Selected gate families:
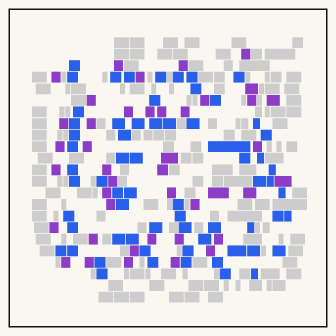
The metal 2 layer:
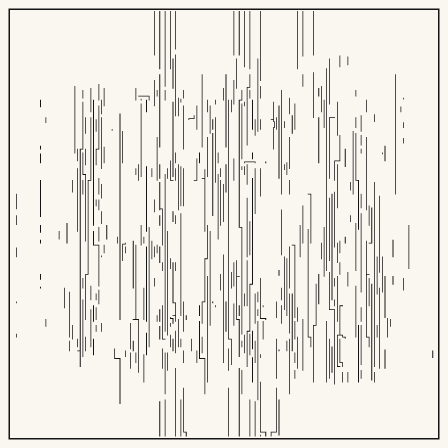
The metal 1 layer:
Scale bar: 20 um. Supply wires on this layer in grey.
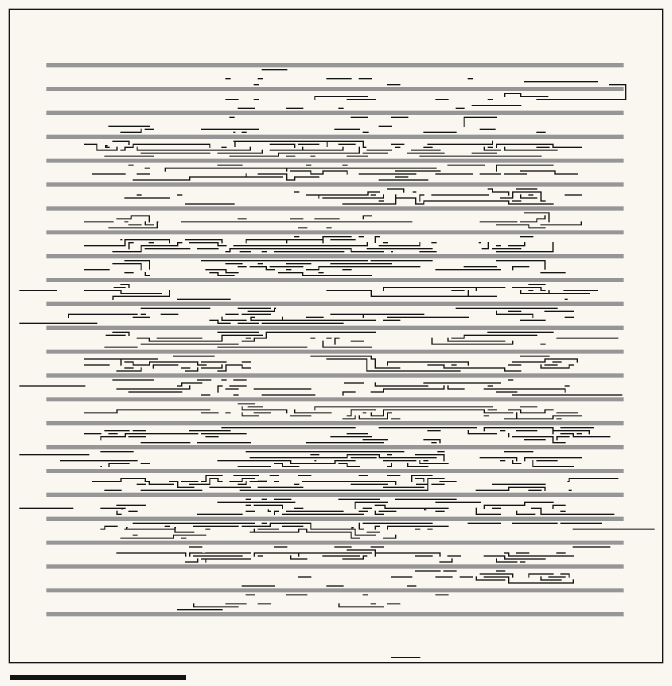
Clock routing:
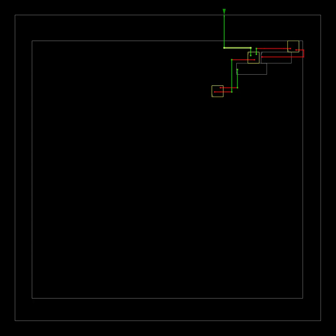
## config.mk

```make
export PLATFORM = sky130hd
export DESIGN_NAME = fifo_wr_arbiter
export DESIGN_NICKNAME = d
export VERILOG_FILES = /design/src/rtl/fifo_wr_arbiter.sv
export SDC_FILE = /design/constraint.sdc
export NUM_CORES = 1
export LEC_CHECK = 0
export ABC_CLOCK_PERIOD_IN_PS = 4900
export CORE_MARGIN = 4
export CORE_UTILIZATION = 35
export CTS_BUF_LIST = sky130_fd_sc_hd__clkbuf_4
export CTS_CLUSTER_DIAMETER = 50
export DETAILED_ROUTE_END_ITERATION = 7
export PLACE_DENSITY_LB_ADDON = 0.05
export REMOVE_ABC_BUFFERS = 1
export SETUP_SLACK_MARGIN = 0.02
export SYNTH_ARGS = -nofsm -noshare
export SYNTH_HDL_FRONTEND = slang
export SYNTH_SLANG_ARGS = --single-unit
export TNS_END_PERCENT = 100
```

## constraint.sdc

```tcl
create_clock -name clk_i -period 4.9 [get_ports clk_i]
set_input_delay 0.735 -clock clk_i [delete_from_list [all_inputs] [get_ports clk_i]]
set_output_delay 0.735 -clock clk_i [all_outputs]
set_load 0.01 [all_outputs]
```

## src/rtl/fifo_wr_arbiter.sv

```systemverilog
// Round-robin arbiter sharing the fifo_sync write port among N_REQ requesters.
// Optional burst locking is enabled by defining FIFO_WR_ARB_BURST_EN.
module fifo_wr_arbiter #(
  parameter int DATA_WIDTH = 8,
  parameter int N_REQ      = 4,
  parameter int BURST_LEN  = 4,
  localparam int IDW       = (N_REQ > 1) ? $clog2(N_REQ) : 1
) (
  input  logic                        clk_i,
  input  logic                        reset_i,
  input  logic [N_REQ-1:0]            req_i,
  input  logic [N_REQ*DATA_WIDTH-1:0] data_i,
  output logic [N_REQ-1:0]            gnt_o,
  output logic [IDW-1:0]              gnt_id_o,
  input  logic                        fifo_full_i,
  output logic                        fifo_w_en_o,
  output logic [DATA_WIDTH-1:0]       fifo_data_o
);

  localparam logic [IDW:0]   NREQ_W = (IDW+1)'(N_REQ);
  localparam logic [IDW-1:0] LAST_ID = IDW'(N_REQ - 1);

  logic [IDW-1:0] last_id_q, last_id_d;

  logic [IDW-1:0] start_id;
  logic [IDW-1:0] rr_id;
  logic           rr_hit;
  logic [IDW-1:0] win_id;
  logic           win_hit;
  logic           hold;
  logic           fire;
  logic [IDW-1:0] sel_id;

`ifdef FIFO_WR_ARB_BURST_EN
  localparam int CW = $clog2(BURST_LEN + 1);
  localparam logic [CW-1:0] BLEN_W = CW'(BURST_LEN);

  logic          locked_q, locked_d;
  logic [CW-1:0] cnt_q, cnt_d;
  logic [CW-1:0] cnt_inc;

  assign hold    = locked_q && req_i[last_id_q];
  assign cnt_inc = cnt_q + CW'(1);
`else
  assign hold = 1'b0;
`endif

  // Round-robin search starting one past the last winner, with wrap.
  always_comb begin
    logic [IDW:0]   sum;
    logic [IDW-1:0] cand;
    start_id = (last_id_q == LAST_ID) ? '0 : last_id_q + IDW'(1);
    rr_hit   = 1'b0;
    rr_id    = '0;
    sum      = '0;
    cand     = '0;
    for (int i = 0; i < N_REQ; i++) begin
      sum = {1'b0, start_id} + (IDW+1)'(i);
      if (sum >= NREQ_W) begin
        sum = sum - NREQ_W;
      end
      cand = sum[IDW-1:0];
      if (!rr_hit && req_i[cand]) begin
        rr_hit = 1'b1;
        rr_id  = cand;
      end
    end
  end

  // Pick winner (locked owner first) and gate by full/reset.
  always_comb begin
    win_id  = hold ? last_id_q : rr_id;
    win_hit = hold | rr_hit;
    fire    = win_hit && !fifo_full_i && !reset_i;
    sel_id  = fire ? win_id : last_id_q;
  end

  // Grant vector and encoded id; both zero when nothing is written.
  always_comb begin
    gnt_o       = '0;
    gnt_id_o    = fire ? win_id : '0;
    fifo_w_en_o = fire;
    for (int k = 0; k < N_REQ; k++) begin
      gnt_o[k] = fire && (win_id == IDW'(k));
    end
  end

  // Data mux: granted slice, or last winner's slice when idle.
  always_comb begin
    fifo_data_o = data_i[DATA_WIDTH-1:0];
    for (int k = 0; k < N_REQ; k++) begin
      if (sel_id == IDW'(k)) begin
        fifo_data_o = data_i[k*DATA_WIDTH +: DATA_WIDTH];
      end
    end
  end

  // Next-state for the round-robin pointer.
  always_comb begin
    last_id_d = last_id_q;
    if (fire) begin
      last_id_d = win_id;
    end
  end

`ifdef FIFO_WR_ARB_BURST_EN
  // Burst lock: start on a fresh grant, count, release at BURST_LEN or on drop.
  always_comb begin
    locked_d = locked_q;
    cnt_d    = cnt_q;
    if (fire) begin
      if (hold) begin
        if (cnt_inc >= BLEN_W) begin
          locked_d = 1'b0;
          cnt_d    = '0;
        end else begin
          cnt_d = cnt_inc;
        end
      end else if (BURST_LEN > 1) begin
        locked_d = 1'b1;
        cnt_d    = CW'(1);
      end else begin
        locked_d = 1'b0;
        cnt_d    = '0;
      end
    end else if (!fifo_full_i && !reset_i && locked_q && !hold) begin
      locked_d = 1'b0;
      cnt_d    = '0;
    end
  end

  // Lock state registers; reset discards any burst in progress.
  always_ff @(posedge clk_i) begin
    if (reset_i) begin
      locked_q <= 1'b0;
      cnt_q    <= '0;
    end else begin
      locked_q <= locked_d;
      cnt_q    <= cnt_d;
    end
  end
`endif

  // Pointer register; reset gives requester 0 first priority.
  always_ff @(posedge clk_i) begin
    if (reset_i) begin
      last_id_q <= LAST_ID;
    end else begin
      last_id_q <= last_id_d;
    end
  end

endmodule
```

==> results.txt <==
impl run done, here's what came out: run status=complete, no violations, final hold violation count=0, hold slack=0.729 ns, Async SR Flop Fraction=0, Final Worst Setup Slack=0.228 ns, Yosys Chip Area=1540 um2, detailed placement HPWL=3320 um, Setup crit start=last_id_q[1], top power group=combinational logic, Critical Path RT=4.16 ns, Avg Vias per Cell=5.85, Slew @ Worst Pin=1.19 ns, Crit path max-delay family=simple AND/OR/NAND/NOR gates, Log Warnings=27, CTS tree=yes, XOR-XNOR Cells, Area Fraction=0, fill cell count=428, die area=5520 um2, most numerous logic cell after layout=clkdlybuf4s50_1, synthesis-to-finish area growth=38.0%, Cell area leaders=o41ai_1 (9.1%), a211oi_1 (8.3%), a22oi_1 (8.3%), P_clk=0.0000366 W, Seq/Total Area, Yosys=0.0260, met3 wire len=241 um, area fraction in and, or, nand and nor cells=0.377
About 'selected gate families':
[aoi and oai cells] blue | cells: 65
[and/or cells] purple | cells: 42

About 'the metal 2 layer':
wire length on this layer: 2280 um
main direction: vertical
total number of vias: 1854
GR Util met2: 0.298

About 'the metal 1 layer':
longest straight run: 30.8 um
wire length on this layer: 2250 um
nets with wire on the layer: 264
share of all routed wire: 47%

About 'clock routing':
seq_cells: 2
clk_lat worst skew: 0.22 ns
clk_skew: 0.000285 ns
Sink Count: 2

Power figures rest on the tool's default switching activity, not on a simulated workload.
